<file path="config.mk">
export PLATFORM = sky130hd
export DESIGN_NAME = alu_commit_arbiter_flat
export DESIGN_NICKNAME = d
export VERILOG_FILES = /design/src/rtl/core_config_pkg.sv /design/src/rtl/alu_commit_arbiter_if.sv /design/src/rtl/alu_commit_arbiter_rr_picker.sv /design/src/rtl/alu_commit_arbiter.sv /design/src/flat_wrapper.sv
export SDC_FILE = /design/constraint.sdc
export NUM_CORES = 1
export LEC_CHECK = 0
export ABC_AREA = 1
export CAP_MARGIN = 20
export CORE_MARGIN = 5
export CORE_UTILIZATION = 39
export CTS_CLUSTER_SIZE = 30
export DETAILED_ROUTE_END_ITERATION = 10
export PLACE_DENSITY = 0.85
export SLEW_MARGIN = 25
export SYNTH_ARGS = -nofsm -noshare
export SYNTH_HDL_FRONTEND = slang
export SYNTH_SLANG_ARGS = --single-unit
</file>
<file path="constraint.sdc">
create_clock -name clk -period 3.4 [get_ports clk]
set_clock_uncertainty 0.05 [all_clocks]
set_input_delay 0.34 -clock clk [delete_from_list [all_inputs] [get_ports clk]]
set_output_delay 0.34 -clock clk [all_outputs]
set_load 0.005 [all_outputs]
</file>
<file path="src/rtl/core_config_pkg.sv">
// Core-wide configuration: datapath widths, commit-arbiter sizing and the
// writeback packet layout shared by the commit arbiter and its users.
package core_config_pkg;
   localparam int XLEN       = 32;
   localparam int REG_ADDR_W = 5;
   localparam int ARB_UNITS  = 4;
   // Source index field is sized for the largest supported arbiter (8 units).
   localparam int SRC_MAX_W  = 3;

   typedef struct packed {
      logic [XLEN-1:0]       data;
      logic [REG_ADDR_W-1:0] rd;
      logic                  error;
      logic [SRC_MAX_W-1:0]  src;
   } wb_packet_t;

   typedef enum logic {
      OUT_EMPTY = 1'b0,
      OUT_FULL  = 1'b1
   } out_state_e;
endpackage

</file>
<file path="src/rtl/alu_commit_arbiter_if.sv">
// Bundle between the execution units, the commit arbiter and the writeback
// stage; slave is the arbiter's view, master the units/writeback view.
interface alu_commit_arbiter_if
   import core_config_pkg::*;
#(
   parameter int N_UNITS = ARB_UNITS
) ();
   localparam int SRC_W = $clog2(N_UNITS);

   logic [N_UNITS-1:0]                 unit_valid;
   logic [N_UNITS-1:0][XLEN-1:0]       unit_res;
   logic [N_UNITS-1:0][REG_ADDR_W-1:0] unit_rd;
   logic [N_UNITS-1:0]                 unit_error;
   logic [N_UNITS-1:0]                 unit_clear;
   logic                               wb_valid;
   logic                               wb_ready;
   logic [XLEN-1:0]                    wb_data;
   logic [REG_ADDR_W-1:0]              wb_rd;
   logic                               wb_error;
   logic [SRC_W-1:0]                   wb_src;
   logic                               flush;

   modport slave (
      input  unit_valid, unit_res, unit_rd, unit_error, wb_ready, flush,
      output unit_clear, wb_valid, wb_data, wb_rd, wb_error, wb_src
   );

   modport master (
      output unit_valid, unit_res, unit_rd, unit_error, wb_ready, flush,
      input  unit_clear, wb_valid, wb_data, wb_rd, wb_error, wb_src
   );
endinterface

</file>
<file path="src/rtl/alu_commit_arbiter_rr_picker.sv">
// Combinational round-robin picker: rotate requests so ptr is bit 0,
// take the lowest set bit, then rotate the index back.
module rr_picker #(
   parameter  int N  = 4,
   localparam int IW = $clog2(N)
) (
   input  logic [N-1:0]  req_i,
   input  logic [IW-1:0] ptr_i,
   output logic [N-1:0]  gnt_o,
   output logic [IW-1:0] gnt_idx_o,
   output logic          any_o
);
   logic [N-1:0]  req_rot;
   logic [IW-1:0] rot_idx;
   logic [IW:0]   pos;
   logic [IW:0]   sum;

   always_comb begin
      req_rot = '0;
      pos     = '0;
      for (int k = 0; k < N; k++) begin
         pos = (IW+1)'(k) + {1'b0, ptr_i};
         if (pos >= (IW+1)'(N)) pos = pos - (IW+1)'(N);
         req_rot[k] = req_i[pos[IW-1:0]];
      end
   end

   always_comb begin
      rot_idx = '0;
      any_o   = 1'b0;
      for (int k = N - 1; k >= 0; k--) begin
         if (req_rot[k]) begin
            rot_idx = IW'(k);
            any_o   = 1'b1;
         end
      end
   end

   always_comb begin
      sum = {1'b0, rot_idx} + {1'b0, ptr_i};
      if (sum >= (IW+1)'(N)) sum = sum - (IW+1)'(N);
      gnt_idx_o = sum[IW-1:0];
      gnt_o     = any_o ? (N'(1) << gnt_idx_o) : '0;
   end
endmodule

</file>
<file path="src/rtl/alu_commit_arbiter.sv">
// Shares the register-file writeback port between N execution units using a
// round-robin grant and a one-entry output register.
module alu_commit_arbiter
   import core_config_pkg::*;
#(
   parameter int N_UNITS = ARB_UNITS
) (
   input  logic                  clk,
   input  logic                  rst,
   alu_commit_arbiter_if.slave   bus,
   output out_state_e            dbg_state_o
);
   localparam int SRC_W = $clog2(N_UNITS);

   // Handshakes: a unit offers a result by holding unit_valid; the one-cycle
   // unit_clear is its acknowledge. The output register offers a packet with
   // wb_valid and it is consumed in any cycle where wb_valid && wb_ready.
   out_state_e       state_q, state_d;
   wb_packet_t       pkt_q, pkt_d;
   logic [SRC_W-1:0] ptr_q, ptr_d;

   logic [N_UNITS-1:0] gnt;
   logic [SRC_W-1:0]   gnt_idx;
   logic               any_req;
   logic               can_load;
   logic               grant;
   logic               drop;

   rr_picker #(.N(N_UNITS)) u_picker (
      .req_i     (bus.unit_valid),
      .ptr_i     (ptr_q),
      .gnt_o     (gnt),
      .gnt_idx_o (gnt_idx),
      .any_o     (any_req)
   );

   assign can_load = (state_q == OUT_EMPTY) || bus.wb_ready;
   assign grant    = can_load && !bus.flush && any_req && !rst;
   // Writes to x0 without an error have no architectural effect.
   assign drop     = (bus.unit_rd[gnt_idx] == '0) && !bus.unit_error[gnt_idx];

   assign bus.unit_clear = grant ? gnt : '0;

   always_comb begin
      state_d = state_q;
      pkt_d   = pkt_q;
      ptr_d   = ptr_q;
      if (bus.flush) begin
         state_d = OUT_EMPTY;
      end else if (grant) begin
         ptr_d = (gnt_idx == SRC_W'(N_UNITS - 1)) ? '0 : gnt_idx + 1'b1;
         if (drop) begin
            state_d = OUT_EMPTY;
         end else begin
            state_d = OUT_FULL;
            pkt_d   = '{data:  bus.unit_res[gnt_idx],
                        rd:    bus.unit_rd[gnt_idx],
                        error: bus.unit_error[gnt_idx],
                        src:   SRC_MAX_W'(gnt_idx)};
         end
      end else if (can_load) begin
         state_d = OUT_EMPTY;
      end
   end

   always_ff @(posedge clk) begin
      if (rst) begin
         state_q <= OUT_EMPTY;
         pkt_q   <= '0;
         ptr_q   <= '0;
      end else begin
         state_q <= state_d;
         pkt_q   <= pkt_d;
         ptr_q   <= ptr_d;
      end
   end

   assign bus.wb_valid = (state_q == OUT_FULL);
   assign bus.wb_data  = pkt_q.data;
   assign bus.wb_rd    = pkt_q.rd;
   assign bus.wb_error = pkt_q.error;
   assign bus.wb_src   = SRC_W'(pkt_q.src);
   assign dbg_state_o  = state_q;
endmodule
</file>
<file path="src/flat_wrapper.sv">
// flat-port wrapper written by rule: the top's interface ports become plain ports
module alu_commit_arbiter_flat import core_config_pkg::*;
#(
   parameter int N_UNITS = ARB_UNITS
)
  (clk, rst, dbg_state_o, bus_unit_valid, bus_unit_res, bus_unit_rd, bus_unit_error, bus_wb_ready, bus_flush, bus_unit_clear, bus_wb_valid, bus_wb_data, bus_wb_rd, bus_wb_error, bus_wb_src);
  alu_commit_arbiter_if #(.N_UNITS(N_UNITS)) bus_i ();
  input  logic clk;
  input  logic rst;
  output out_state_e dbg_state_o;
  input wire logic [$bits(bus_i.unit_valid)-1:0] bus_unit_valid;
  input wire logic [$bits(bus_i.unit_res)-1:0] bus_unit_res;
  input wire logic [$bits(bus_i.unit_rd)-1:0] bus_unit_rd;
  input wire logic [$bits(bus_i.unit_error)-1:0] bus_unit_error;
  input wire logic [$bits(bus_i.wb_ready)-1:0] bus_wb_ready;
  input wire logic [$bits(bus_i.flush)-1:0] bus_flush;
  output wire logic [$bits(bus_i.unit_clear)-1:0] bus_unit_clear;
  output wire logic [$bits(bus_i.wb_valid)-1:0] bus_wb_valid;
  output wire logic [$bits(bus_i.wb_data)-1:0] bus_wb_data;
  output wire logic [$bits(bus_i.wb_rd)-1:0] bus_wb_rd;
  output wire logic [$bits(bus_i.wb_error)-1:0] bus_wb_error;
  output wire logic [$bits(bus_i.wb_src)-1:0] bus_wb_src;
  assign bus_i.unit_valid = bus_unit_valid;
  assign bus_i.unit_res = bus_unit_res;
  assign bus_i.unit_rd = bus_unit_rd;
  assign bus_i.unit_error = bus_unit_error;
  assign bus_i.wb_ready = bus_wb_ready;
  assign bus_i.flush = bus_flush;
  assign bus_unit_clear = bus_i.unit_clear;
  assign bus_wb_valid = bus_i.wb_valid;
  assign bus_wb_data = bus_i.wb_data;
  assign bus_wb_rd = bus_i.wb_rd;
  assign bus_wb_error = bus_i.wb_error;
  assign bus_wb_src = bus_i.wb_src;
  alu_commit_arbiter #(.N_UNITS(N_UNITS)) u_core (.clk(clk), .rst(rst), .bus(bus_i), .dbg_state_o(dbg_state_o));
endmodule
</file>
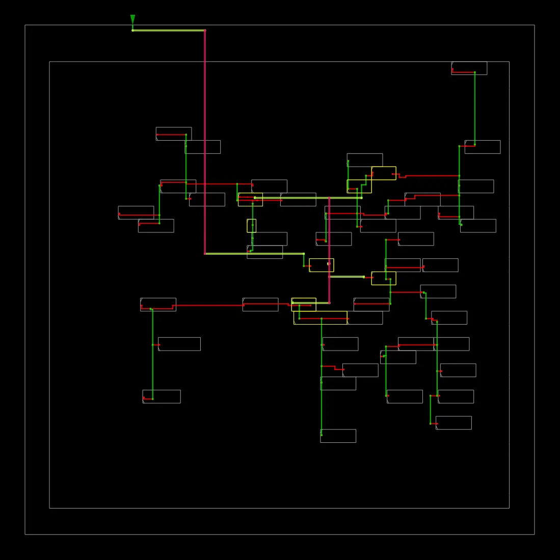
(run_1/final_clocks.png)
Worst-Skew Late Latency: 0.29 ns
CTS Sinks: 43
CTS Buf Count: 5
clock buf count: 6

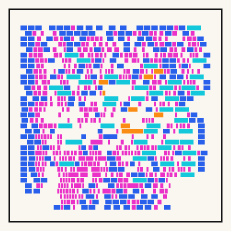
(run_1/cell_classes.png)
Drawn at 2 px/um.
Key: clock drivers and dummy loads = orange [cells 8]; other buffers and delay cells = blue [cells 218]; all other logic = magenta [cells 495]; flip-flops = cyan [cells 43]
design area: 0.00577 mm^2
core footprint: 0.00881 mm^2
Seq area share: 15.0%
utilization after layout: 65.6%

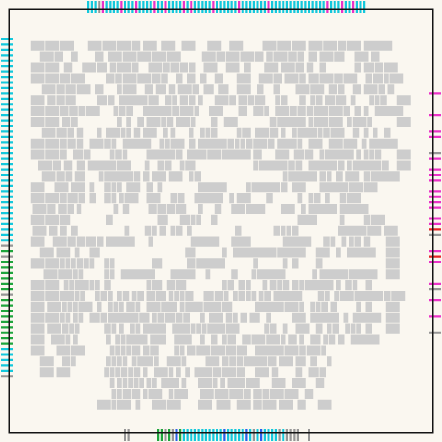
(run_1/pins.png)
Drawn at 4 px/um. Pins as bars across the die edge, other pins in gray.
Key: bus_wb_src = red [pins 2, direction output, edge east]; bus_wb_data = magenta [pins 32, direction output, edge 19 east, 13 north]; bus_unit_res = cyan [pins 128, direction input, edge 62 north, 43 west, 23 south]; bus_unit_clear = blue [pins 4, direction output, edge south]; bus_unit_rd = green [pins 20, direction input, edge 16 west, 4 south]
All pins by edge: 76 north, 63 west, 42 south, 25 east.
Die Y: 106 um
Die W: 106 um

==> results.yml, run 1 <==
# flow metrics
run_status:
  status: "finished clean"
layout:
  clk_share_pct: 2.04
  drive_gt1_share_pct: 13.9
  logic_gates: 440
  nFlopsAndLatches: 43
  regArea_um2: 866
  diodes: 0
  buf_share_pct: 37.6
critical_path:
  crit_path_max_fanout: 58
  reg2reg_depth: 20
  cp.required_ns: 3.54
  crit_path_end_kind: "flop"
  startpoint_type: "input port"
global_route:
  top_usage_layer: "met2"
  grt_pass1_wl_um: 19800
  grt_pass1_vias: 4132
  grt_max_degree: 82
logic_synthesis:
  ys_chip_area_mm2: 0.00356
  ys_cells: 583
  muxShareOfSynthArea_pct: 0.281
  synth_area_mm2: 0.00356
  ys_types: 28
  ys_sh_adder_pct: 1.76
  top_area_share_pct: 24.2
  top_area_cell: "dfxtp_1"
  avgSynthCellArea_um2: 6.10
  logic_family: "simple AND/OR/NAND/NOR gates"
pwr:
  p_comb_uw: 1710
  pwr-share-clk_pct: 15.0
  ir_worst_vdd_v: 0.000299
  switching_share_pct: 41.5
  p_leak_uw: 0.00250
floorplan:
  taps: 108
  fp-utilization_pct: 40.4
clock_tree:
  htreeDepth: 2
  clkSlewWorstSetupHoldPaths_ns: 0.08
final_timing:
  setup_ws_ns: 0.282
  period_minus_slack_ns: 3.12
  setup_violations: 0
  slew_violations: 0
  tns_ns: 0
drt:
  vias_per_cell: 4.96
  vias: 4326
  highest_layer: "met4"
  drc_errors: 0
  drt-pass1-iter-count: 5
flow_run:
  drv.max_cap_violation_count: 0
[run 1: what timing repair did]
action | 4_1_cts | 5_1_grt
endpoints found under the setup margin | 3 | 4
hold buffers | 0 | 0
pin swaps | 0 | 1
resized | 2 | 8
hold endpoints to repair | 0 | 0
[run 1: critical path, cell delays in order]
cell and delay, ns:
clkdlybuf4s50_1 0.48, inv_1 0.06, nand2_1 0.08, nand2_1 0.06, nand2_1 0.06, nand2_1 0.08, a31oi_1 0.21, nor2_1 0.07
ha_2 0.29, clkinv_1 0.06, buf_4 0.37, nand2_1 0.11, nand2_1 0.08, nand3_1 0.09, nand2_1 0.14, nor2_2 0.07
nand3_4 0.07, buf_4 0.25, nand3_1 0.10, nand2_1 0.14, nor2_1 0.04
[run 1: worst max-delay path by stage]
stage	to	slack [ns]	depth (start not counted)
finish	u_core.bus.wb_data[5]	0.28	21
floorplan	bus_unit_clear[0]	0.66	19
global placement	u_core.bus.wb_src[1]	0.13	20
detailed placement	bus_unit_clear[1]	0.02	17
CTS	bus_unit_clear[1]	0.03	17
global route	u_core.bus.wb_data[5]	0.06	21
[run 1: placed cells by master (no fill, tap or decap), types with 2 or more instances in the layout]
cell,n
dfxtp_1,41
inv_2,2
inv_1,51
a21oi_1,43
nor2_2,3
buf_4,12
o21ai_0,65
nand2_1,117
dlymetal6s2s_1,4
clkbuf_8,6
nor2_1,47
o211ai_1,32
nand2_2,4
ha_1,4
nand2_4,2
or2_2,65
clkdlybuf4s50_1,201
nand3_1,48
[run 1: state kept, by name, summed over array words and instances, names as in the netlist]
register             flops
u_core.bus.wb_data      32
u_core.bus.wb_rd         5
u_core.bus.wb_src        2
u_core.ptr_q             2
u_core.bus.wb_error      1
u_core.bus.wb_valid      1
==> inputs of run 2 (changes only) <==
Settings changed: GPL_ROUTABILITY_DRIVEN set to 0, SLEW_MARGIN 25 to 10.
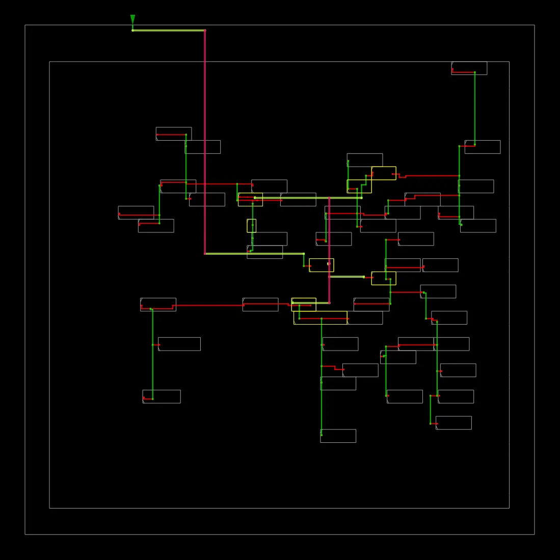
(run_2/final_clocks.png)
flop count: 43
clk pwr: 412 uW

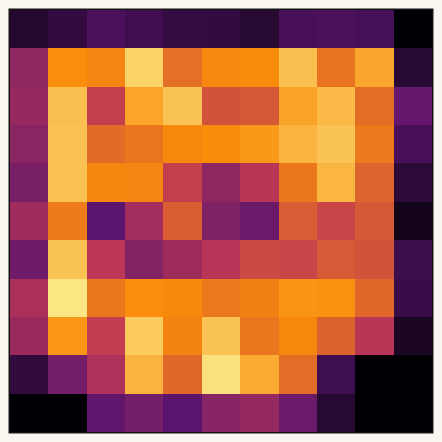
(run_2/density.png)
Drawn at 4 px/um. The die is cut into 11 by 11 equal tiles; black is low, pale yellow is high, 0 to 100% covered.
The emptiest ninth of the die: south-east. The densest ninth of the die: south. 22% of the tiles are over 75% full. The fullest tile reaches 95%.

==> run 2 against run 1 <==
  * Design area unchanged
  * Sequential share of layout area did not move
  * Global-route usage is the same
  * Die area did not move
  * Sequential cell count stayed put
  * Hold slack did not move
  * Critical path depth is the same
  * First-iteration DRC count unchanged
  * Sequential power hardly changed
  * Critical path type unchanged
==> results.yml, run 2 <==
# flow metrics
floorplan:
  fp-utilization_pct: 40.4
  die.size.y_um: 106
  die_w_um: 106
critical_path:
  crit_path_end_kind: "flop"
  reg2reg_depth: 20
  crit_path_end: "u_core.bus.wb_data[5]"
  crit_path_max_fanout: 58
  r2r_setup_slack_ns: 0.34
  cp.required_ns: 3.54
layout:
  final_cell_mix: "clkdlybuf4s50_1, nand2_1, or2_2, o21ai_0, inv_1"
  largest_reg_flops: 32
  drive_gt1_share_pct: 13.9
  diodes: 0
  layout_top_cell: "clkdlybuf4s50_1"
  fin_area_mm2: 0.00577
clock_tree:
  clk_latency_ns: 0.29
  cts_hold_buf: 0
  cts_resized: 2
  numCtsBuffers: 5
  cts.sinks: 43
  htreeDepth: 2
run_status:
  status: "finished clean"
pwr:
  p_leak_uw: 0.00250
  p_comb_uw: 1710
  pwr-share-clk_pct: 15.0
  ir_worst_vdd_v: 0.000299
  switching_share_pct: 41.5
logic_synthesis:
  synth_area_mm2: 0.00356
  avgSynthCellArea_um2: 6.10
  ys_cells: 583
  top_area_share_pct: 24.2
  ys_types: 28
  top_area_cell: "dfxtp_1"
  ys_chip_area_mm2: 0.00356
drt:
  drc_errors: 0
  vias: 4326
  drt_iter0_drc: 165
  drt-pass1-iter-count: 5
final_timing:
  period_minus_slack_ns: 3.12
  relSlewSlack_pct: 46.7
  tns_ns: 0
  setup_violations: 0
  slew_violations: 0
flow_run:
  drv.max_cap_violation_count: 0
global_route:
  grt_max_degree: 82
  grt_pass1_vias: 4132
  grt_pass1_wl_um: 19800
-- run 2: cell counts after synthesis --
No cell type changed its count.
-- run 2: kinds of logic (layout without fill, tap and decap cells) --
group	Yosys count	in the layout	share of synthesized area (%)
fa+ha+maj	5	5	1.76
compound gates	142	142	22.3
mux	1	1	0.281
buf+inv	100	281	12.4
flops	43	43	24.2
xor+xnor	1	1	0.246
simple gates	291	291	38.8
-- run 2: worst max-delay path, cell delays in order --
cell,delay [ns]
clkdlybuf4s50_1,0.48
inv_1,0.06
nand2_1,0.08
nand2_1,0.06
nand2_1,0.06
nand2_1,0.08
a31oi_1,0.21
nor2_1,0.07
ha_2,0.29
clkinv_1,0.06
buf_4,0.37
nand2_1,0.11
nand2_1,0.08
nand3_1,0.09
nand2_1,0.14
nor2_2,0.07
nand3_4,0.07
buf_4,0.25
nand3_1,0.10
nand2_1,0.14
nor2_1,0.04
-- run 2: layer usage --
metal / part of all wire [%] / vias to the layer above / global-route usage, %
li1: - / 2251 / -
met1: 43 / 1899 / 28.1
met2: 49 / 154 / 36.2
met3: 5.7 / 22 / 3.30
met4: 2.3 / 0 / 5.74
met5: 0 / - / 0
-- run 2: metrics by stage --
step | worst slack [ns] | hold slack (ns) | util (%)
floorplan | 0.655 | 0.368 | -
global placement | 0.130 | 0.411 | 64.0
detailed placement | 0.0238 | 0.418 | 64.0
CTS | 0.0294 | 0.439 | 65.4
global route | 0.0607 | 0.464 | 65.6
finish | 0.282 | 0.432 | 65.6
-- run 2: final cells by class --
cell class / instances / area [um^2]
sequential: 43 / 866
clock buffer: 6 / 82.6
fill: 752 / 3030
inverter: 55 / 209
clock inverter: 2 / 35.0
multi-input combinational: 440 / 2270
tap: 108 / 135
timing repair buffer: 218 / 2170
Power is estimated from default activity; no workload was simulated.
